===== src/rtl/fft_pkg.sv =====
// Shared defaults, state type and width helpers for the FFT twiddle/address sequencer.
// FFT_TW_QUARTER_EN selects a quarter-wave twiddle ROM: tw_addr narrows and tw_swap/tw_neg appear.
package fft_pkg;

  localparam int LOG2N_DEFAULT    = 10;
  localparam int BFLY_LAT_DEFAULT = 4;
  localparam int STAGE_W          = $clog2(LOG2N_DEFAULT);
  localparam int NBF              = 2 ** (LOG2N_DEFAULT - 1);

  typedef enum logic [1:0] {
    IDLE,
    RUN,
    DRAIN,
    DONE
  } seq_state_t;

  // Twiddle ROM address width: half-wave table by default, quarter-wave when folded.
  function automatic int tw_width(input int log2n);
`ifdef FFT_TW_QUARTER_EN
    return log2n - 2;
`else
    return log2n - 1;
`endif
  endfunction

endpackage


===== src/rtl/fft_bf_addr_calc.sv =====
// Combinational (stage, butterfly index) -> operand/twiddle address mapper for radix-2 DIT.
// With FFT_TW_QUARTER_EN the twiddle index is folded onto a quarter-wave table.
module fft_bf_addr_calc
  import fft_pkg::*;
#(
  parameter int  LOG2N = LOG2N_DEFAULT,
  localparam int SW    = $clog2(LOG2N),
  localparam int TW_W  = tw_width(LOG2N)
) (
  input  logic [SW-1:0]    s,
  input  logic [LOG2N-2:0] j,
  output logic [LOG2N-1:0] addr_a,
  output logic [LOG2N-1:0] addr_b,
`ifdef FFT_TW_QUARTER_EN
  output logic             tw_swap,
  output logic             tw_neg,
`endif
  output logic [TW_W-1:0]  tw_addr
);

  logic [LOG2N-2:0] mask;
  logic [LOG2N-2:0] k;
  logic [LOG2N-2:0] grp;
  logic [LOG2N-2:0] t;
  logic [LOG2N-1:0] half;

  // k selects the element inside a group of 2*half, grp selects the group.
  always_comb begin
    mask   = {(LOG2N-1){1'b1}} >> (LOG2N - 1 - int'(s));
    k      = j & mask;
    grp    = j >> s;
    half   = {{(LOG2N-1){1'b0}}, 1'b1} << s;
    addr_a = ({1'b0, grp} << (int'(s) + 1)) | {1'b0, k};
    addr_b = addr_a + half;
    t      = k << (LOG2N - 1 - int'(s));
  end

`ifdef FFT_TW_QUARTER_EN
  // Second quarter of the half wave is the first quarter rotated by -j.
  assign tw_swap = t[LOG2N-2];
  assign tw_neg  = t[LOG2N-2];
  assign tw_addr = t[LOG2N-3:0];
`else
  assign tw_addr = t;
`endif

endmodule


===== src/rtl/fft_twiddle_sequencer.sv =====
// Stage-by-stage address sequencer for an in-place radix-2 DIT FFT with a drain gap per stage.
// Build option FFT_TW_QUARTER_EN: quarter-wave twiddle addressing with tw_swap/tw_neg outputs.
module fft_twiddle_sequencer
  import fft_pkg::*;
#(
  parameter int  LOG2N    = LOG2N_DEFAULT,
  parameter int  BFLY_LAT = BFLY_LAT_DEFAULT,
  localparam int SW       = $clog2(LOG2N),
  localparam int TW_W     = tw_width(LOG2N)
) (
  input  logic             clk,
  input  logic             rst_n,
  input  logic             start,
  input  logic             abort,
  output logic             busy,
  output logic             done,
  output logic             bf_valid,
  input  logic             bf_ready,
  output logic [LOG2N-1:0] addr_a,
  output logic [LOG2N-1:0] addr_b,
`ifdef FFT_TW_QUARTER_EN
  output logic             tw_swap,
  output logic             tw_neg,
`endif
  output logic [TW_W-1:0]  tw_addr,
  output logic [SW-1:0]    stage
);

  localparam logic [LOG2N-2:0] J_LAST     = '1;
  localparam logic [SW-1:0]    S_LAST     = SW'(LOG2N - 1);
  localparam logic [3:0]       DRAIN_LOAD = 4'(BFLY_LAT);

  seq_state_t       state, state_n;
  logic [SW-1:0]    s, s_n;
  logic [LOG2N-2:0] j, j_n;
  logic [3:0]       drain, drain_n;
  logic [LOG2N-1:0] calc_a, calc_b;
  logic [TW_W-1:0]  calc_tw;
`ifdef FFT_TW_QUARTER_EN
  logic             calc_swap, calc_neg;
`endif

  // Addresses are computed from the next (s, j) so they register alongside the state.
  fft_bf_addr_calc #(.LOG2N(LOG2N)) u_calc (
    .s       (s_n),
    .j       (j_n),
    .addr_a  (calc_a),
    .addr_b  (calc_b),
`ifdef FFT_TW_QUARTER_EN
    .tw_swap (calc_swap),
    .tw_neg  (calc_neg),
`endif
    .tw_addr (calc_tw)
  );

  always_ff @(posedge clk or negedge rst_n) begin
    if (!rst_n) state <= IDLE;
    else        state <= state_n;
  end

  // abort overrides every transition; a stall only freezes j, never the drain countdown.
  always_comb begin
    state_n = state;
    s_n     = s;
    j_n     = j;
    drain_n = drain;
    if (abort) begin
      state_n = IDLE;
      s_n     = '0;
      j_n     = '0;
      drain_n = '0;
    end else begin
      case (state)
        IDLE: begin
          if (start) begin
            state_n = RUN;
            s_n     = '0;
            j_n     = '0;
          end
        end
        RUN: begin
          if (bf_ready) begin
            if (j == J_LAST) begin
              state_n = DRAIN;
              drain_n = DRAIN_LOAD;
            end else begin
              j_n = j + 1'b1;
            end
          end
        end
        DRAIN: begin
          if (drain == 4'd1) begin
            drain_n = '0;
            if (s == S_LAST) begin
              state_n = DONE;
            end else begin
              state_n = RUN;
              s_n     = s + 1'b1;
              j_n     = '0;
            end
          end else begin
            drain_n = drain - 4'd1;
          end
        end
        DONE: begin
          state_n = IDLE;
          s_n     = '0;
          j_n     = '0;
        end
        default: state_n = IDLE;
      endcase
    end
  end

  always_comb begin
    busy     = (state == RUN) || (state == DRAIN);
    done     = (state == DONE);
    bf_valid = (state == RUN);
  end

  always_ff @(posedge clk or negedge rst_n) begin
    if (!rst_n) begin
      s       <= '0;
      j       <= '0;
      drain   <= '0;
      addr_a  <= '0;
      addr_b  <= '0;
      tw_addr <= '0;
`ifdef FFT_TW_QUARTER_EN
      tw_swap <= 1'b0;
      tw_neg  <= 1'b0;
`endif
    end else begin
      s       <= s_n;
      j       <= j_n;
      drain   <= drain_n;
      addr_a  <= calc_a;
      addr_b  <= calc_b;
      tw_addr <= calc_tw;
`ifdef FFT_TW_QUARTER_EN
      tw_swap <= calc_swap;
      tw_neg  <= calc_neg;
`endif
    end
  end

  assign stage = s;

endmodule


===== config.mk =====
export PLATFORM = sky130hd
export DESIGN_NAME = fft_twiddle_sequencer
export DESIGN_NICKNAME = d
export VERILOG_FILES = /design/src/rtl/fft_pkg.sv /design/src/rtl/fft_bf_addr_calc.sv /design/src/rtl/fft_twiddle_sequencer.sv
export SDC_FILE = /design/constraint.sdc
export NUM_CORES = 1
export LEC_CHECK = 0
export ABC_CLOCK_PERIOD_IN_PS = 9500
export CAP_MARGIN = 20
export CORE_ASPECT_RATIO = 2
export CORE_MARGIN = 5
export CORE_UTILIZATION = 25
export CTS_BUF_LIST = sky130_fd_sc_hd__clkbuf_16
export DETAILED_ROUTE_END_ITERATION = 8
export PLACE_DENSITY = 0.42
export SYNTH_ARGS = -nofsm -noshare
export SYNTH_HDL_FRONTEND = slang
export SYNTH_SLANG_ARGS = --single-unit

===== constraint.sdc =====
create_clock -name clk -period 9.5 [get_ports clk]
set_input_delay 0.95 -clock clk [delete_from_list [all_inputs] [get_ports clk]]
set_output_delay 0.95 -clock clk [all_outputs]
set_load 0.05 [all_outputs]

==> results.yml <==
# generated from flow reports
logic_synthesis:
  logic_family: "AND-OR/OR-AND gates"
  synth_nets: 480
  top_cells_by_area: "dfrtp_1 (31%), ha_1 (8.7%), o21ai_0 (3.9%), a21oi_1 (3.5%), nand2_1 (3.4%)"
  yosys.stat.seqShare: 0.3098
  synth.top_cells.by_count: "dfrtp_1 (48), nand2_1 (35), o21ai_0 (30)"
  aoi_share: 0.2656
  top_area_cell: "dfrtp_1"
  fa_ha_area_frac: 0.09229
  edf_count: 0
  ys_sh_mux: 0.04647
  synth-cells-yosys: 447
  async_flop_share: 1.000
critical_path:
  arrival_ns: 6.50
  crit_path_max_fanout: 18
  crit_required_ns: 9.68
  critPathKind: "input port to flop"
  cp-endpoint: "addr_b[9]"
  ff2ff_setup_slack_ns: 3.63
  critPathLaunch: "abort"
  r2r-end: "addr_b[9]"
  r2r-start: "state[0]"
  crit_path_start_kind: "input port"
global_routing:
  grt_pass1_wl_mm: 21.46
  antenna_found_initial: 0
final_layout:
  comb_area_sq_um: 2472
  n_fill_cell: 1621
  clk_share: 0.03756
  ff_count: 48
  drive_above_1_share: 0.07203
  ff_latch_area_sq_um: 1201
  nNonClkInverters: 24
  synthToLayoutAreaGrowth_pct: 18.55
  comb.multi_input.count: 350
final_timing:
  hold_viol: 0
  fin_hold_ws_ns: 0.5965
  period_used_share: 0.6652
  post-route-min-period_ns: 6.320
  fmax_ghz: 0.1582
  grt_setup_unrepaired: "false"
  fin_setup_tns_ns: 0
  setup_viol: 0
  worst_pin_slew_ns: 0.8504
clock_tree:
  h-tree-depth: 2
  holdBufCountCts: 0
  cts_buffer_depth: 2
  root_buffer: "clkbuf_16"
  cts_sinks: 48
  cts_tree: "done"
  clk_pin_slew_ns: 0.07
  post_cts_resized: 0
drt:
  drt_first_pass_iters: 5
  vias: 3615
  antenna_left: 0
  wl_per_cell_um: 20.13
  drtIter0Drc: 203
die:
  die_x_um: 98.06
  io_pins: 41
  initCoreUtil: 0.2535
  tapCellCount: 198
flow_run:
  max_cap_viol_count: 0
  warnings: 37
status:
  status: "finished clean"
placement:
  routabilityCongestion: 0.8621
worst_hold_path:
  holdPathStages: 1
pwr:
  leakage_nw: 1.892
placed cells by master, fill, tap and decap left out, types with 4 or more instances in the layout:
cell,Yosys,final
dfrtp_1,48,48
clkdlybuf4s50_1,0,39
nand2_1,35,35
o21ai_0,30,30
a21oi_1,27,27
nor2_1,27,27
ha_1,27,27
inv_1,21,21
nand3_1,15,15
and3_1,15,15
nor3_1,10,10
nand2b_1,9,9
mux2i_1,9,9
xnor2_1,9,9
o211ai_1,8,8
nand4_1,8,8
a211oi_1,7,7
o31ai_1,7,7
o2111ai_1,6,6
nor2b_1,5,5
mux2_2,5,5
clkbuf_16,0,5
nand3b_1,4,4
a31oi_1,4,4
and2_1,4,4
state kept, by name (all words and copies together) (netlist names):
signal   count
j            9
tw_addr      9
stage        4
addr_b      10
addr_a      10
drain        4
state        2
power breakdown:
group	switching, mW	internal, mW
clock network	0.0847	0.125
registers	0.0166	0.225
logic	0.247	0.112
total	0.349	0.462
critical path, cell delays in order:
cell and delay (ns):
clkdlybuf4s50_1 0.77, inv_1 0.19, o21ai_1 0.21, o211a_1 0.53
inv_1 0.39, nor2_1 0.57, nand2_1 0.14, o21ai_0 0.21
o22ai_2 0.19, o31ai_1 0.55, ha_1 0.33, a21o_1 0.17
a21oi_1 0.21, o21ai_0 0.17, o21ai_0 0.18, nand2b_1 0.08
a21oi_1 0.23, o21ai_0 0.15, xnor2_1 0.15, xnor2_1 0.13
stage by stage:
stage            util  std cells
5_1_grt        0.3006        670
2_1_floorplan       -        447
3_3_place_gp   0.2893        662
3_5_place_dp   0.2893        662
6_report       0.3006        670
4_1_cts        0.3006        670
layer usage:
layer / GRT usage / part of all wire
met5: 0 / 0
met3: 0.01875 / 0.030
met1: 0.1386 / 0.34
met2: 0.3102 / 0.58
met4: 0.07931 / 0.047
Fig. 1: clock network drawn from the DEF
Bar = 20 um.
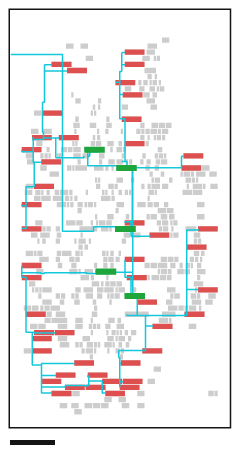
[flip-flops] red | count: 48
[clock wires] cyan | length: 861 um
[clock-net drivers] green | count: 5
routed clock nets	6
Clk Latency, worst-skew pair: 0.30 ns
Clock group: 0.210 mW
Max Clock Skew: 0.007368 ns
clock power share: 0.259

Fig. 2: placement view
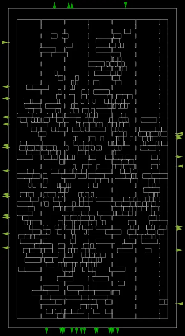
post-route core utilization: 0.3006
fin cells: 670
Seq/total area: 0.2613
core area: 15290 sq um

Fig. 3: M3 wires
Bar = 20 um.
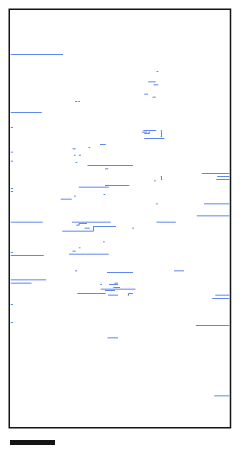
main direction	horizontal
share of all routed wire	3.0%

Fig. 4: layout detail
Region (29, 36) to (69, 76) um. Cells in gray, sequential cells in the stronger gray; small squares are vias.
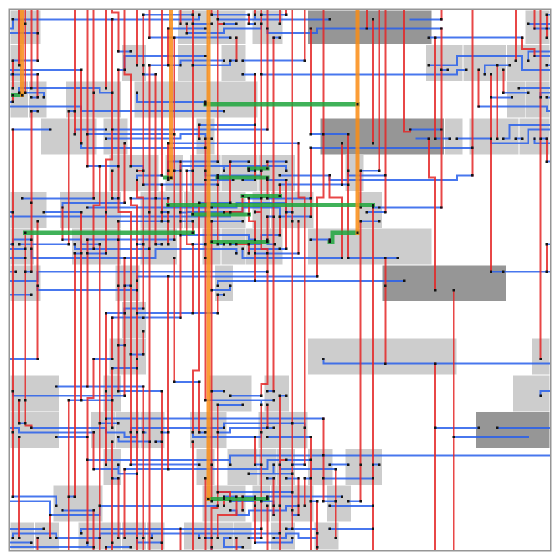
layer	color
M1	blue
M4	orange
M3	green
M2	red
sequential cells in the window	4
cells with their middle in the window	84
most frequent	o21ai_0 (7), nand2_1 (7), nor2_1 (6)
netlist names of flops here include	stage (3), j (1)

No activity file was given, so power comes from the tool's default toggle rates.
